===== src/rtl/calc_entry_parser.sv =====
// Keypad command parser: builds decimal operands, hands each operation to the ALU
// over valid/ready, and chains every ALU result into the next source operand.
module calc_entry_parser #(
  parameter int unsigned W          = 16,
  parameter int unsigned MAX_DIGITS = 3,
  parameter int unsigned OP_N       = 3
) (
  input  logic            Clock,
  input  logic            Reset,
  input  logic [4:0]      cmd,
  input  logic            cmd_valid,
  input  logic            req_ready,
  input  logic            res_valid,
  input  logic [W-1:0]    res_data,
  output logic [W-1:0]    src,
  output logic [W-1:0]    dst,
  output logic [OP_N-1:0] alu_op,
  output logic            req_valid,
  output logic [W-1:0]    entry,
  output logic [2:0]      digit_cnt,
  output logic            busy,
  output logic            rej
);

  localparam int unsigned XW       = W + 4;
  localparam logic [4:0]  CMD_OK   = 5'd15;
  localparam logic [4:0]  CMD_CLR  = 5'd16;
  localparam logic [4:0]  CMD_BKSP = 5'd17;

  typedef enum logic [2:0] {
    S_IDLE = 3'd0,
    S_SRC  = 3'd1,
    S_OPER = 3'd2,
    S_DST  = 3'd3,
    S_WAIT = 3'd4,
    S_RES  = 3'd5
  } state_t;

  state_t          state;
  logic [W-1:0]    ans_q;

  logic            is_digit;
  logic            is_op;
  logic            dig_ok;
  logic [W-1:0]    digit;
  logic [W-1:0]    shrunk;
  logic [XW-1:0]   grown;
  logic [OP_N-1:0] op_code;

  // Command decode and the widened append; a digit is rejected if the
  // widened value spills above W bits or the entry is already full.
  always_comb begin
    is_digit = (cmd <= 5'd9);
    is_op    = (cmd >= 5'd10) && (cmd <= 5'd14);
    digit    = W'(cmd[3:0]);
    op_code  = OP_N'(cmd - 5'd10);
    grown    = XW'(entry) * XW'(10) + XW'(cmd[3:0]);
    shrunk   = entry / W'(10);
    dig_ok   = (digit_cnt < 3'(MAX_DIGITS)) && (grown[XW-1:W] == '0);
  end

  always_ff @(posedge Clock or negedge Reset) begin
    if (!Reset) begin
      state     <= S_IDLE;
      ans_q     <= '0;
      src       <= '0;
      dst       <= '0;
      alu_op    <= '0;
      req_valid <= 1'b0;
      entry     <= '0;
      digit_cnt <= '0;
      busy      <= 1'b0;
      rej       <= 1'b0;
    end else begin
      rej <= 1'b0;
      case (state)
        S_WAIT: begin
          rej <= cmd_valid;
          if (req_valid && req_ready) begin
            req_valid <= 1'b0;
            state     <= S_RES;
          end
        end
        S_RES: begin
          rej <= cmd_valid;
          if (res_valid) begin
            ans_q     <= res_data;
            src       <= res_data;
            entry     <= '0;
            digit_cnt <= '0;
            busy      <= 1'b0;
            state     <= S_OPER;
          end
        end
        default: if (cmd_valid) begin
          if (cmd == CMD_CLR) begin
            entry     <= '0;
            digit_cnt <= '0;
            state     <= S_IDLE;
          end else begin
            case (state)
              S_IDLE: begin
                if (is_digit) begin
                  entry     <= digit;
                  digit_cnt <= 3'd1;
                  state     <= S_SRC;
                end else if (is_op) begin
                  src    <= ans_q;
                  alu_op <= op_code;
                  state  <= S_OPER;
                end
              end
              S_SRC: begin
                if (is_digit) begin
                  if (dig_ok) begin
                    entry     <= grown[W-1:0];
                    digit_cnt <= digit_cnt + 3'd1;
                  end else begin
                    rej <= 1'b1;
                  end
                end else if (is_op) begin
                  src       <= entry;
                  alu_op    <= op_code;
                  entry     <= '0;
                  digit_cnt <= '0;
                  state     <= S_OPER;
                end else if (cmd == CMD_BKSP) begin
                  entry     <= shrunk;
                  digit_cnt <= digit_cnt - 3'd1;
                  if (digit_cnt == 3'd1) state <= S_IDLE;
                end
              end
              S_OPER: begin
                if (is_digit) begin
                  entry     <= digit;
                  digit_cnt <= 3'd1;
                  state     <= S_DST;
                end else if (is_op) begin
                  alu_op <= op_code;
                end
              end
              S_DST: begin
                if (is_digit) begin
                  if (dig_ok) begin
                    entry     <= grown[W-1:0];
                    digit_cnt <= digit_cnt + 3'd1;
                  end else begin
                    rej <= 1'b1;
                  end
                end else if (cmd == CMD_BKSP) begin
                  entry     <= shrunk;
                  digit_cnt <= digit_cnt - 3'd1;
                  if (digit_cnt == 3'd1) state <= S_OPER;
                end else if (cmd == CMD_OK) begin
                  dst       <= entry;
                  req_valid <= 1'b1;
                  busy      <= 1'b1;
                  state     <= S_WAIT;
                end
              end
              // Unused encodings fall back to idle on the next command.
              default: state <= S_IDLE;
            endcase
          end
        end
      endcase
    end
  end

endmodule


===== config.mk =====
export PLATFORM = sky130hd
export DESIGN_NAME = calc_entry_parser
export DESIGN_NICKNAME = d
export VERILOG_FILES = /design/src/rtl/calc_entry_parser.sv
export SDC_FILE = /design/constraint.sdc
export NUM_CORES = 1
export LEC_CHECK = 0
export CAP_MARGIN = 20
export CORE_UTILIZATION = 49
export DETAILED_ROUTE_END_ITERATION = 10
export GPL_ROUTABILITY_DRIVEN = 0
export PLACE_DENSITY = 0.84
export SLEW_MARGIN = 20
export SYNTH_ARGS = -nofsm -noshare
export SYNTH_HDL_FRONTEND = slang
export SYNTH_SLANG_ARGS = --single-unit

===== constraint.sdc =====
create_clock -name Clock -period 6.3 [get_ports Clock]
set_input_delay 1.26 -clock Clock [delete_from_list [all_inputs] [get_ports Clock]]
set_output_delay 1.26 -clock Clock [all_outputs]
set_load 0.01 [all_outputs]

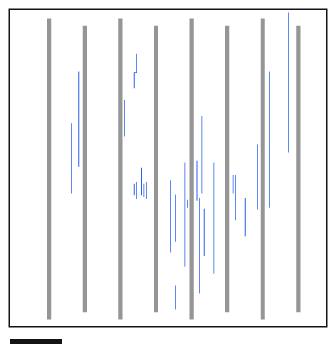
*M4 wires, run 1*
Scale bar: 20 µm. Supply wires on this layer in gray.
share of all routed wire: 2.8%
longest straight run: 53.0 µm
total wire length: 18.8 mm
Vias: 6,798

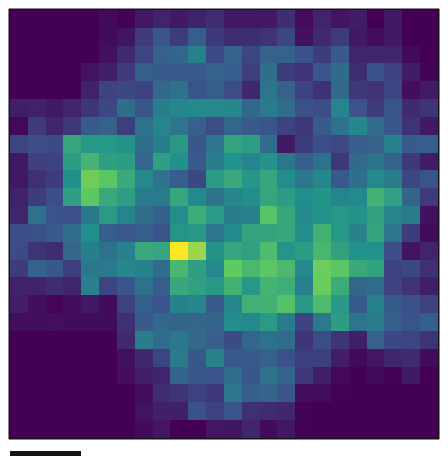
*Signal metal coverage by tile, run 1*
Scale bar: 20 µm. 24 x 24 tiles, from dark purple (low) to yellow (high), scaled to the fullest tile. Values are wire area over tile area, all layers added.
densest ninth of the die: center
fullest tile: 0.83
mean over tiles: 0.21
tiles over half the peak: 16%
emptiest ninth of the die: south-west
Routed WL per cell: 17.4 µm
gr usage total: 26.2%

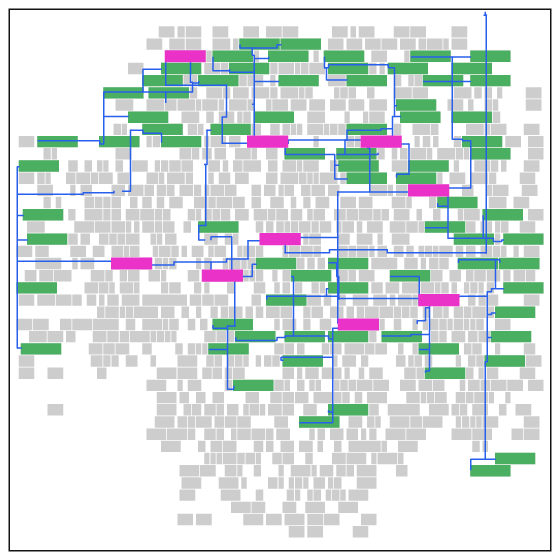
*Clock wires, drivers and flops, run 1*
[blue] clock wires | length: 1,110 µm
[magenta] clock-net drivers | count: 9
[green] flip-flops | count: 76
routed clock nets: 10
clk_skew: 8.45 ps
Clock Power Share: 10.2%

==> deck_impl_summary.md, run 1 <==
Implementation Results

Setup path
  – Critical Path AT: 5630 ps
  – Worst Setup EP: entry[0]
  – CP top delay family: AND-OR/OR-AND gates
  – Reg2reg setup slack: 1030 ps
  – Reg2reg end: entry[2]

Routing
  – Antenna Violating Nets Remaining: 0
  – Wl on met1: 8.03 mm
  – Uppermost layer routed: met4

Clock network
  – H-tree lvl count: 3

Placed design
  – Place WS: 551 ps
  – Final HPWL DP: 13.2 mm

STA
  – Slew headroom: 32.1%
  – Setup violators final: 0
  – Least-Margin Pin Slew: 1010 ps
  – Fin crit share: 86.2%
  – Hold Fails Final Rpt: 0

Power
  – Reg power frac: 18.4%
  – Int Power: 2290 µW

Flow run
  – # Max-Cap Violations: 0

Global route
  – Congestion Overflow GR: 0
  – Grt met2 use: 43.2%
  – First-pass GRT wire length: 30.7 mm

Die
  – Well-Tap Cells: 176
  – Top-Level Pins: 83

Min path
  – Hold_sp: src[3]

Status
  – Outcome: completed

Layout
  – Final sequential cell count: 76
  – Count of non-CTS buffers in the layout: 100
  – P&R area growth vs syn: 16.4%
  – Post-layout util: 59.5%

Yosys
  – Area leader share: 27.6%
  – Dominant cell type by area after synthesis: dfrtp_1
==> run 2: changes to the inputs <==
CELL_PAD_IN_SITES_DETAIL_PLACEMENT = 2   (was not set)
CELL_PAD_IN_SITES_GLOBAL_PLACEMENT = 2   (was not set)
CORE_UTILIZATION = 34   (was 49)
PLACE_DENSITY = 0.94   (was 0.84)
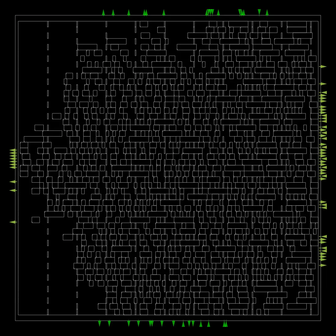
*Placed standard cells, run 2*
Well-Tap Cells: 265
sequential share of cell area: 23.3%
final sequential cell count: 76

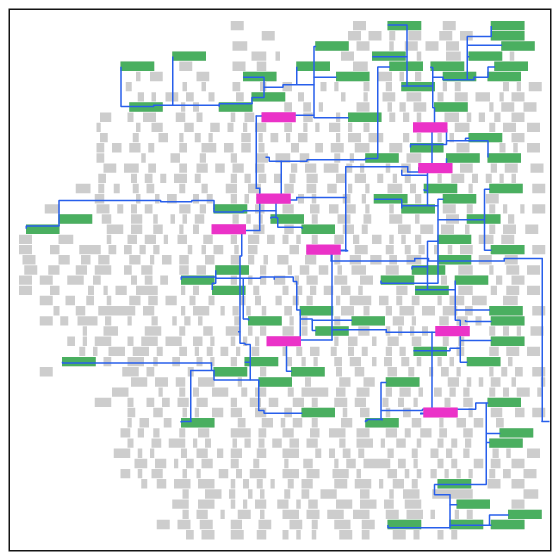
*Clock wires, drivers and flops, run 2*
clk pwr: 567 µW
clk_skew: 8.53 ps
Clock Power Share: 11.1%
Late-Pin Clk Latency: 360 ps

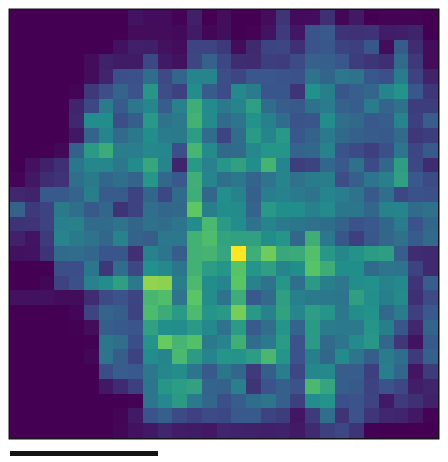
*Signal metal coverage by tile, run 2*
Scale bar: 50 µm. 29 x 29 tiles, from dark purple (low) to yellow (high), scaled to the fullest tile. Values are wire area over tile area, all layers added.
tiles over half the peak: 13%
mean over tiles: 0.21
densest ninth of the die: center
nearly empty tiles: 17%
Routed WL per cell: 23.7 µm
Vias: 7,179
gr usage total: 27.4%

==> run 2 against run 1 <==
Compared with the run above: area after synthesis is the same; hold slack gained 4.1 ps; power grew 9.0%; via count grew 5.6%; sequential share of layout area shrank 0.50 points; highest routed layer unchanged.
==> deck_impl_summary.md, run 2 <==
Implementation Results

Status
  – Outcome: completed

Min path
  – Hold_sp: dst[10]

Power
  – Int Power: 2350 µW (+2.5%)
  – Reg power frac: 17.5% (-0.9 points)

Placed design
  – Place WS: 334 ps (-217 ps)

Die
  – Top-Level Pins: 83 (unchanged)

Yosys
  – Dominant cell type by area after synthesis: dfrtp_1

Layout
  – Count of non-CTS buffers in the layout: 102 (+2.0%)
  – Post-layout util: 41.6% (-18 points)

Routing
  – Antenna Violating Nets Remaining: 0 (unchanged)
  – Uppermost layer routed: met4
  – Total wire length: 27.7 mm (+47%)
  – Wl on met1: 11.7 mm (+45%)

Setup path
  – Worst Setup EP: digit_cnt[1]
  – Critical Path AT: 6060 ps (+430 ps)
  – CP top delay family: AND-OR/OR-AND gates
  – Reg2reg end: digit_cnt[1]

Global route
  – First-pass GRT wire length: 44.0 mm (+43%)
  – Congestion Overflow GR: 0 (unchanged)

Flow run
  – # Max-Cap Violations: 0 (unchanged)

STA
  – Fin crit share: 92.7% (+6.5 points)
  – Setup violators final: 0 (unchanged)

Clock network
  – H-tree lvl count: 3 (unchanged)
==> run 3: changes to the inputs <==
SLEW_MARGIN = 25   (was 20)
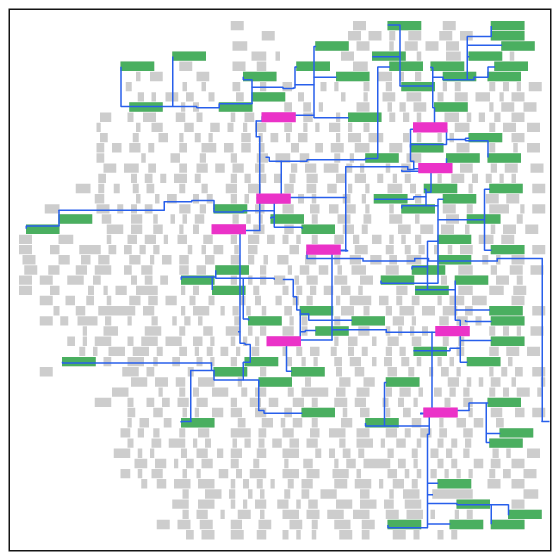
*Clock wires, drivers and flops, run 3*
clk_skew: 8.45 ps

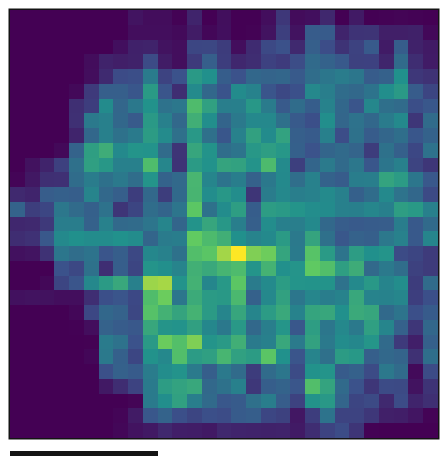
*Signal metal coverage by tile, run 3*
Scale bar: 50 µm. 29 x 29 tiles, from dark purple (low) to yellow (high), scaled to the fullest tile. Values are wire area over tile area, all layers added.
fullest tile: 0.71
mean over tiles: 0.21
tiles over half the peak: 18%
emptiest ninth of the die: south-west
nearly empty tiles: 16%
densest ninth of the die: center
Vias: 7,164
total wire length: 27.9 mm
Routed WL per cell: 23.8 µm

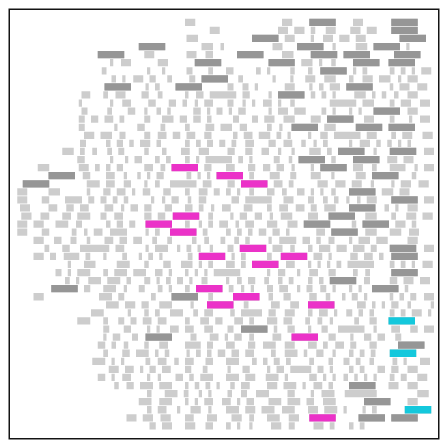
*Sequential cells colored by netlist name, run 3*
Other sequential cells in the stronger gray, the rest of the logic in the fainter gray.
| color | name in the netlist | sequential cells |
|---|---|---|
| cyan | `state` | 3 |
| magenta | `entry` | 16 |
not colored: 57
sequential share of cell area: 23.2%
post-layout util: 41.7%
Sequential Power: 896 µW

==> run 3 against run 2 <==
Compared with the run above: maximum frequency up 0.36%; via count decreased by 0.21%; non-clock buffer count up 1; die area unchanged; critical path depth stayed put.
==> deck_impl_summary.md, run 3 <==
Implementation Results

Yosys
  – Synth Flop Type: dfrtp_1
  – Syn Area/Cell: 8.05 µm²
  – Area fraction in mux cells: 6.82%
  – Dominant cell type by area after synthesis: dfrtp_1

Setup path
  – CP top delay family: AND-OR/OR-AND gates
  – Critical Path AT: 6030 ps (-30 ps)
  – Reg2reg end: digit_cnt[1]
  – Crit-path max FO: 23
  – Worst Setup EP: digit_cnt[1]
  – Crit. path cell count: 20

Clock network
  – Late-Pin Clk Latency: 360 ps (about the same)
  – CTS clock-pin slew for the worst setup and hold paths: 70 ps
  – H-tree lvl count: 3 (unchanged)

STA
  – Fin crit share: 92.3% (-0.33 points)
  – Fin. max-slew vios: 0
  – Setup violators final: 0 (unchanged)
  – Hold Fails Final Rpt: 0

Layout
  – Data buffer area share: 12.1%
  – Logic share of the area: 55.4%
  – Final sequential cell count: 76 (unchanged)
  – Count of non-CTS buffers in the layout: 103 (+0.98%)

Routing
  – Wl on met1: 11.7 mm (+0.18%)
  – Antenna Violating Nets Remaining: 0 (unchanged)
  – Uppermost layer routed: met4

Flow run
  – # Max-Cap Violations: 0 (unchanged)
  – Tool warnings: 30

Placed design
  – # port buffers: 82
  – Place WS: 334 ps (unchanged)

Die
  – Chip Area: 20,800 µm²
  – Top-Level Pins: 83 (unchanged)
  – Well-Tap Cells: 265 (unchanged)

Power
  – Pwr dens: 626 nW/µm²
  – Reg power frac: 17.5% (about the same)
  – Int Power: 2350 µW (+0.11%)
  – Clk pwr: 567 µW (about the same)
  – Clock Power Share: 11.1% (about the same)
  – Top power group: combinational cells

Min path
  – Hold Path Depth: 2
  – Hold_sp: dst[10]

Global route
  – Congestion Overflow GR: 0 (unchanged)
  – First-pass GRT wire length: 44.0 mm (unchanged)
  – Gr usage total: 27.4% (unchanged)
  – Vias in the first global route: 7,730

Status
  – Outcome: completed
Power is estimated from default activity; no workload was simulated.
